[config.mk]
export PLATFORM = sky130hd
export DESIGN_NAME = cpu_control_unit_flat
export DESIGN_NICKNAME = d
export VERILOG_FILES = /design/src/rtl/cpu_ctrl_pkg.sv /design/src/rtl/cpu_control_unit_if.sv /design/src/rtl/ctrl_wait_counter.sv /design/src/rtl/cpu_control_unit.sv /design/src/flat_wrapper.sv
export SDC_FILE = /design/constraint.sdc
export NUM_CORES = 1
export LEC_CHECK = 0
export CAP_MARGIN = 20
export CORE_MARGIN = 2
export CORE_UTILIZATION = 54
export DETAILED_ROUTE_END_ITERATION = 10
export GPL_TIMING_DRIVEN = 0
export PLACE_DENSITY = 0.85
export SETUP_SLACK_MARGIN = 0.4
export SYNTH_ARGS = -nofsm -noshare
export SYNTH_HDL_FRONTEND = slang
export SYNTH_SLANG_ARGS = --single-unit
[constraint.sdc]
create_clock -name clk -period 6.7 [get_ports clk]
set_clock_uncertainty 0.15 [all_clocks]
set_input_delay 1.005 -clock clk [delete_from_list [all_inputs] [get_ports clk]]
set_output_delay 1.005 -clock clk [all_outputs]
set_load 0.02 [all_outputs]
[src/rtl/cpu_ctrl_pkg.sv]
// Shared encodings, defaults and payload types for the multi-cycle control unit.
package cpu_ctrl_pkg;

  localparam int unsigned STATE_W = 3;
  localparam int unsigned CNT_W   = 8;
  localparam int unsigned COUNT_W = 32;

  localparam logic [STATE_W-1:0] S_RESET     = 3'd0;
  localparam logic [STATE_W-1:0] S_IDLE      = 3'd1;
  localparam logic [STATE_W-1:0] S_WAIT      = 3'd2;
  localparam logic [STATE_W-1:0] S_DECODE    = 3'd3;
  localparam logic [STATE_W-1:0] S_EXECUTE   = 3'd4;
  localparam logic [STATE_W-1:0] S_WRITEBACK = 3'd5;

  localparam int unsigned FETCH_WAIT_DEF = 1;
  localparam int unsigned RESET_HOLD_DEF = 2;

  typedef struct packed {
    logic update_flags;
    logic write_rd;
    logic br_en;
    logic br_link;
    logic ig_ex;
  } dec_flags_t;

  typedef struct packed {
    logic cu_decode;
    logic cu_execute;
    logic ld_pc;
    logic branch;
    logic ld_lr;
    logic ld_rd;
    logic ld_apsr;
  } strobes_t;

endpackage

[src/rtl/cpu_control_unit_if.sv]
// Control-unit <-> datapath bundle: run control, decoded status in, strobes out.
interface cpu_control_unit_if;
  import cpu_ctrl_pkg::*;

  logic               run;
  logic               step;
  logic               update_flags;
  logic               write_rd;
  logic               ig_ex;
  logic               br_en;
  logic               br_link;
  logic               cu_decode;
  logic               cu_execute;
  logic               ld_pc;
  logic               branch;
  logic               ld_lr;
  logic               ld_rd;
  logic               ld_apsr;
  logic               ld_sp;
  logic               ld_ipsr;
  logic               ld_primask;
  logic               wr_en;
  logic [STATE_W-1:0] state;
  logic [COUNT_W-1:0] instr_count;

  modport master (
    input  run, step, update_flags, write_rd, ig_ex, br_en, br_link,
    output cu_decode, cu_execute, ld_pc, branch, ld_lr, ld_rd, ld_apsr,
           ld_sp, ld_ipsr, ld_primask, wr_en, state, instr_count
  );

  modport slave (
    output run, step, update_flags, write_rd, ig_ex, br_en, br_link,
    input  cu_decode, cu_execute, ld_pc, branch, ld_lr, ld_rd, ld_apsr,
           ld_sp, ld_ipsr, ld_primask, wr_en, state, instr_count
  );

endinterface

[src/rtl/ctrl_wait_counter.sv]
// Loadable down-counter; last_c flags the final cycle of a timed state.
module ctrl_wait_counter
  import cpu_ctrl_pkg::*;
(
  input  logic             clk,
  input  logic             load,
  input  logic [CNT_W-1:0] load_val,
  output logic             last_c
);

  logic [CNT_W-1:0] count;

  always_ff @(posedge clk) begin
    if (load) begin
      count <= load_val;
    end else if (count != '0) begin
      count <= count - CNT_W'(1);
    end
  end

  // A timed state always lasts at least one cycle, so 0 and 1 both mean "leave now".
  assign last_c = (count <= CNT_W'(1));

endmodule

[src/rtl/cpu_control_unit.sv]
// Multi-cycle instruction sequencer: wait-for-IR, decode, execute, writeback.
module cpu_control_unit
  import cpu_ctrl_pkg::*;
#(
  parameter int unsigned FETCH_WAIT = FETCH_WAIT_DEF,
  parameter int unsigned RESET_HOLD = RESET_HOLD_DEF
) (
  input  logic                clk,
  input  logic                rst,
  cpu_control_unit_if.master  bus
);

  localparam logic [STATE_W-1:0] S_FETCH = (FETCH_WAIT == 0) ? S_DECODE : S_WAIT;

  logic [STATE_W-1:0] state_q, state_d;
  dec_flags_t         flags_q, flags_d;
  strobes_t           strobes_q, strobes_d;
  logic [COUNT_W-1:0] count_q;
  logic               cnt_load_c;
  logic               cnt_last_c;
  logic [CNT_W-1:0]   cnt_val_c;

  // State register; strobes are registered alongside the state they belong to.
  always_ff @(posedge clk) begin
    if (rst) begin
      state_q   <= S_RESET;
      flags_q   <= '0;
      strobes_q <= '0;
      count_q   <= '0;
    end else begin
      state_q   <= state_d;
      flags_q   <= flags_d;
      strobes_q <= strobes_d;
      if (state_q == S_WRITEBACK) begin
        count_q <= count_q + COUNT_W'(1);
      end
    end
  end

  // Next-state and decode-flag capture.
  always_comb begin
    state_d = state_q;
    flags_d = flags_q;
    case (state_q)
      S_RESET:     if (cnt_last_c) state_d = bus.run ? S_FETCH : S_IDLE;
      S_IDLE:      if (bus.run || bus.step) state_d = S_FETCH;
      S_WAIT:      if (cnt_last_c) state_d = S_DECODE;
      S_DECODE: begin
        flags_d.update_flags = bus.update_flags;
        flags_d.write_rd     = bus.write_rd;
        flags_d.br_en        = bus.br_en;
        flags_d.br_link      = bus.br_link;
        flags_d.ig_ex        = bus.ig_ex;
        state_d = bus.ig_ex ? S_WRITEBACK : S_EXECUTE;
      end
      S_EXECUTE:   state_d = S_WRITEBACK;
      S_WRITEBACK: state_d = bus.run ? S_FETCH : S_IDLE;
      default:     state_d = S_RESET;
    endcase
  end

  // Strobes for the state being entered, so they register in step with it.
  always_comb begin
    strobes_d = '0;
    case (state_d)
      S_DECODE:    strobes_d.cu_decode  = 1'b1;
      S_EXECUTE:   strobes_d.cu_execute = 1'b1;
      S_WRITEBACK: begin
        strobes_d.ld_pc = 1'b1;
        if (!flags_d.ig_ex) begin
          strobes_d.ld_rd   = flags_d.write_rd;
          strobes_d.ld_apsr = flags_d.update_flags;
          strobes_d.branch  = flags_d.br_en;
          strobes_d.ld_lr   = flags_d.br_en & flags_d.br_link;
        end
      end
      default: strobes_d = '0;
    endcase
  end

  // The shared counter is reloaded on entry to either timed state.
  assign cnt_load_c = rst || ((state_d != state_q) &&
                              ((state_d == S_RESET) || (state_d == S_WAIT)));
  assign cnt_val_c  = (rst || (state_d == S_RESET)) ? CNT_W'(RESET_HOLD)
                                                    : CNT_W'(FETCH_WAIT);

  ctrl_wait_counter u_wait (
    .clk      (clk),
    .load     (cnt_load_c),
    .load_val (cnt_val_c),
    .last_c   (cnt_last_c)
  );

  assign bus.cu_decode   = strobes_q.cu_decode;
  assign bus.cu_execute  = strobes_q.cu_execute;
  assign bus.ld_pc       = strobes_q.ld_pc;
  assign bus.branch      = strobes_q.branch;
  assign bus.ld_lr       = strobes_q.ld_lr;
  assign bus.ld_rd       = strobes_q.ld_rd;
  assign bus.ld_apsr     = strobes_q.ld_apsr;
  assign bus.ld_sp       = 1'b0;
  assign bus.ld_ipsr     = 1'b0;
  assign bus.ld_primask  = 1'b0;
  assign bus.wr_en       = 1'b0;
  assign bus.state       = state_q;
  assign bus.instr_count = count_q;

endmodule

[src/flat_wrapper.sv]
// flat-port wrapper written by rule: the top's interface ports become plain ports
module cpu_control_unit_flat import cpu_ctrl_pkg::*;
#(
  parameter int unsigned FETCH_WAIT = FETCH_WAIT_DEF,
  parameter int unsigned RESET_HOLD = RESET_HOLD_DEF
)
  (clk, rst, bus_run, bus_step, bus_update_flags, bus_write_rd, bus_ig_ex, bus_br_en, bus_br_link, bus_cu_decode, bus_cu_execute, bus_ld_pc, bus_branch, bus_ld_lr, bus_ld_rd, bus_ld_apsr, bus_ld_sp, bus_ld_ipsr, bus_ld_primask, bus_wr_en, bus_state, bus_instr_count);
  cpu_control_unit_if bus_i ();
  input  logic clk;
  input  logic rst;
  input wire logic [$bits(bus_i.run)-1:0] bus_run;
  input wire logic [$bits(bus_i.step)-1:0] bus_step;
  input wire logic [$bits(bus_i.update_flags)-1:0] bus_update_flags;
  input wire logic [$bits(bus_i.write_rd)-1:0] bus_write_rd;
  input wire logic [$bits(bus_i.ig_ex)-1:0] bus_ig_ex;
  input wire logic [$bits(bus_i.br_en)-1:0] bus_br_en;
  input wire logic [$bits(bus_i.br_link)-1:0] bus_br_link;
  output wire logic [$bits(bus_i.cu_decode)-1:0] bus_cu_decode;
  output wire logic [$bits(bus_i.cu_execute)-1:0] bus_cu_execute;
  output wire logic [$bits(bus_i.ld_pc)-1:0] bus_ld_pc;
  output wire logic [$bits(bus_i.branch)-1:0] bus_branch;
  output wire logic [$bits(bus_i.ld_lr)-1:0] bus_ld_lr;
  output wire logic [$bits(bus_i.ld_rd)-1:0] bus_ld_rd;
  output wire logic [$bits(bus_i.ld_apsr)-1:0] bus_ld_apsr;
  output wire logic [$bits(bus_i.ld_sp)-1:0] bus_ld_sp;
  output wire logic [$bits(bus_i.ld_ipsr)-1:0] bus_ld_ipsr;
  output wire logic [$bits(bus_i.ld_primask)-1:0] bus_ld_primask;
  output wire logic [$bits(bus_i.wr_en)-1:0] bus_wr_en;
  output wire logic [$bits(bus_i.state)-1:0] bus_state;
  output wire logic [$bits(bus_i.instr_count)-1:0] bus_instr_count;
  assign bus_i.run = bus_run;
  assign bus_i.step = bus_step;
  assign bus_i.update_flags = bus_update_flags;
  assign bus_i.write_rd = bus_write_rd;
  assign bus_i.ig_ex = bus_ig_ex;
  assign bus_i.br_en = bus_br_en;
  assign bus_i.br_link = bus_br_link;
  assign bus_cu_decode = bus_i.cu_decode;
  assign bus_cu_execute = bus_i.cu_execute;
  assign bus_ld_pc = bus_i.ld_pc;
  assign bus_branch = bus_i.branch;
  assign bus_ld_lr = bus_i.ld_lr;
  assign bus_ld_rd = bus_i.ld_rd;
  assign bus_ld_apsr = bus_i.ld_apsr;
  assign bus_ld_sp = bus_i.ld_sp;
  assign bus_ld_ipsr = bus_i.ld_ipsr;
  assign bus_ld_primask = bus_i.ld_primask;
  assign bus_wr_en = bus_i.wr_en;
  assign bus_state = bus_i.state;
  assign bus_instr_count = bus_i.instr_count;
  cpu_control_unit #(.FETCH_WAIT(FETCH_WAIT), .RESET_HOLD(RESET_HOLD)) u_core (.clk(clk), .rst(rst), .bus(bus_i));
endmodule
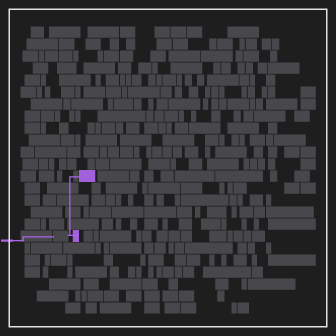
io_fan.png
legend:
  bus_br_en:
    color: purple
    direction: input
    edge: left
    end_cells: 2
    buffers: 1
    wire: 28.8 µm

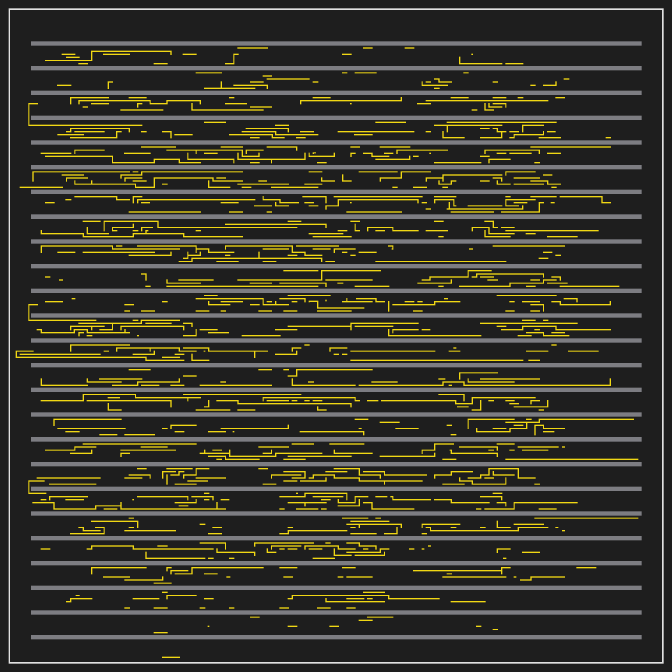
layer_met1.png
Supply wires on this layer in gray.
wire length on this layer: 2270 µm
longest straight run: 18.9 µm
share of all routed wire: 45%

==> results_slide.txt <==
Run Summary

Run status
  • Result of the run: finished, final reports clean

Setup path
  • Required time of the critical path: 6.53 ns
  • CP Cell Sequence: clkdlybuf4s50_1 -> nor2b_1 -> nor2_1 -> a211oi_1 -> a21o_1 -> or4_1
  • Setup crit start: bus_run
  • Critical Path Slowest Stage Cell: clkdlybuf4s50_1
  • Critical path depth in cells: 6
  • Crit end category: flip-flop

STA
  • Final hold violation count: 0
  • Clock period minus worst slack: 3.003 ns
  • Achievable clock frequency: 333.0 MHz
  • Setup repair after global routing missed its margin: no
  • Setup violators final: 0
  • Transition at the pin with the smallest max-transition slack: roughly 0.59 ns
  • Final setup slack of the worst path: ~3.7 ns

Logic synthesis
  • Area of the mapped netlist: 2474 µm²
  • Cell with the most instances after synthesis: dfxtp_1
  • Largest cells by area after synthesis: dfxtp_1 (38%), edfxtp_1 (9.7%), nor2_1 (7.0%), xor2_1 (5.3%), xnor2_1 (4.2%)
  • Post-synth EDFFs: 8
  • Sequential share of the synthesized area: 47.75%
  • Dominant flop cell: dfxtp_1
  • Warnings from Yosys: 0
  • Yosys Instances: 275
  • Area share, top type: 38.04%

Cells and area
  • FF/Latch Area: 1181 µm²
  • Final-layout clock-cell area share: about 4.0%
  • Inverter tally of the final layout excluding the clock network: 7
  • Layout multi-input combinational cell count: 201
  • Number of non-filler instances in the completed layout: 387
  • Layout-stage area growth over the synthesis result: 28.07%
  • Largest register FFs: 32
  • Dominant logic cell type in the layout: clkdlybuf4s50_1
  • Signal buffers share of area: 17.81%
  • Number of fillers in the final layout: 341

Power and ir drop
  • P_int: 0.5828 mW
  • Relative contribution of combinational cells to total power: between 20 and 25%
  • Proportion of total power due to net switching: 27.81%
  • Pwr per Cell Area: ~250 nW/µm²
  • Total power draw: 0.8073 mW
  • Part of the total power dissipated in sequential elements: 49.5%
  • Leak Pwr: 1.160 nW
  • Clock group power: 0.242 mW

Floorplan
  • Die Footprint: a little over 5000 µm²
  • Horiz. Die Dim: 71.68 µm
  • Total core area: 4384 µm²
  • Height of the die: slightly above 70 µm
  • Tap cell instance count: approximately 52

GRT
  • Vias in the first global route: 1839
  • Global-route wire length before repair: 8245 µm

Route
  • Total number of vias: ~2100
  • Via/cell ratio: between 5 and 6
  • Routed wire length: 5009 µm
  • Post-DR wirelength/cell: 12.94 µm

Min path
  • Depth of the worst hold-timing path: 2
  • Hold Path End: u_core.flags_q[0]
  • Startpoint of the lowest-slack hold path: u_core.flags_q[0]
  • Worst Hold Class: reg2reg

Clocking
  • Number of buffers created by CTS: 5
  • Count of H-tree levels built during CTS: 2
  • Cts-stage hold buffer count: 0
  • Clk slew on worst S/H paths: 0.10 ns

Placement
  • HPWL Detailed: ~3600 µm
  • Placed cell count: ~380

Flow run
  • Number of OpenROAD warnings: 27
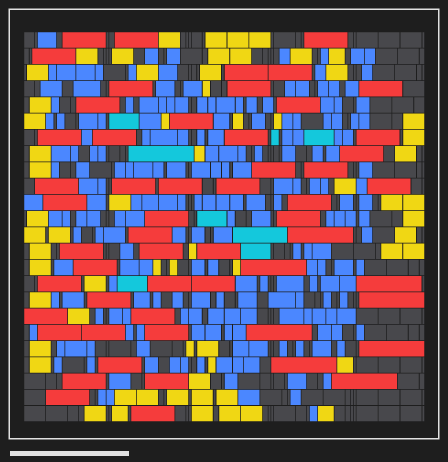
placement_by_type.png
Scale bar: 20 µm. Fill, decap, tap and diode cells in gray.
legend:
  combinational and other logic:
    color: blue
    cells: 208
    share_of_their_area: 40%
  remaining buffers and delay cells:
    color: yellow
    cells: 64
    share_of_their_area: 18%
  sequential cells:
    color: red
    cells: 55
    share_of_their_area: 38%
  clock drivers and dummy loads:
    color: cyan
    cells: 8
    share_of_their_area: 4.1%

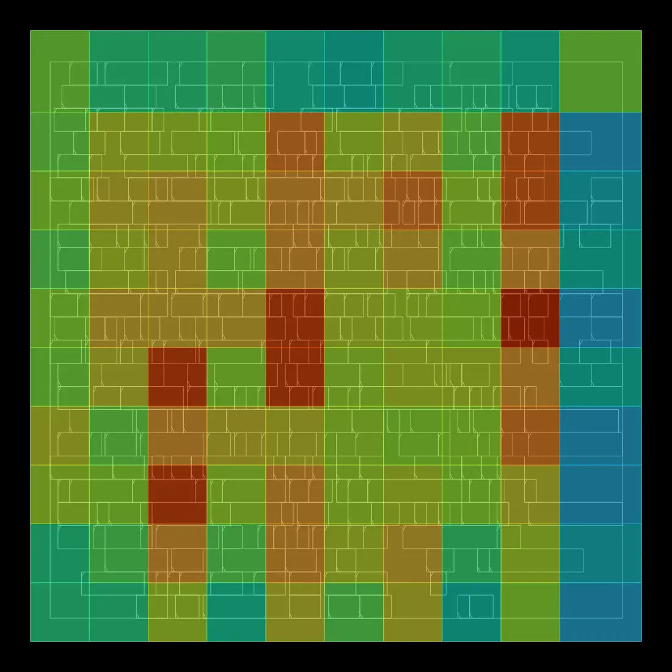
congestion.png
final design utilization: 72.26%
met3 track utilization from global routing: 5.485%
routing layer with the top usage in global route: met2
total global routing track utilization: 20.12%
met2 demand-to-capacity share in global routing: 32.92%

cell families after synthesis:
family / after synthesis / synth area share (%)
simple gates: 128 / 26.66
flops: 55 / 47.75
compound gates: 34 / 8.296
xor+xnor: 27 / 9.560
buf+inv: 22 / 4.047
mux: 5 / 2.023
fa+ha+maj: 3 / 1.518
other cells: 1 / 0.1516
metal layers:
layer | share of wire, % | global-route usage [%] | vias to the layer above
li1 | - | - | 1056
met1 | 45 | 26.43 | 969
met2 | 49 | 32.92 | 42
met3 | 4.9 | 5.485 | 6
met4 | 1.1 | 5.241 | 0
met5 | 0 | 0 | -
Power and IR drop assume default switching activity.
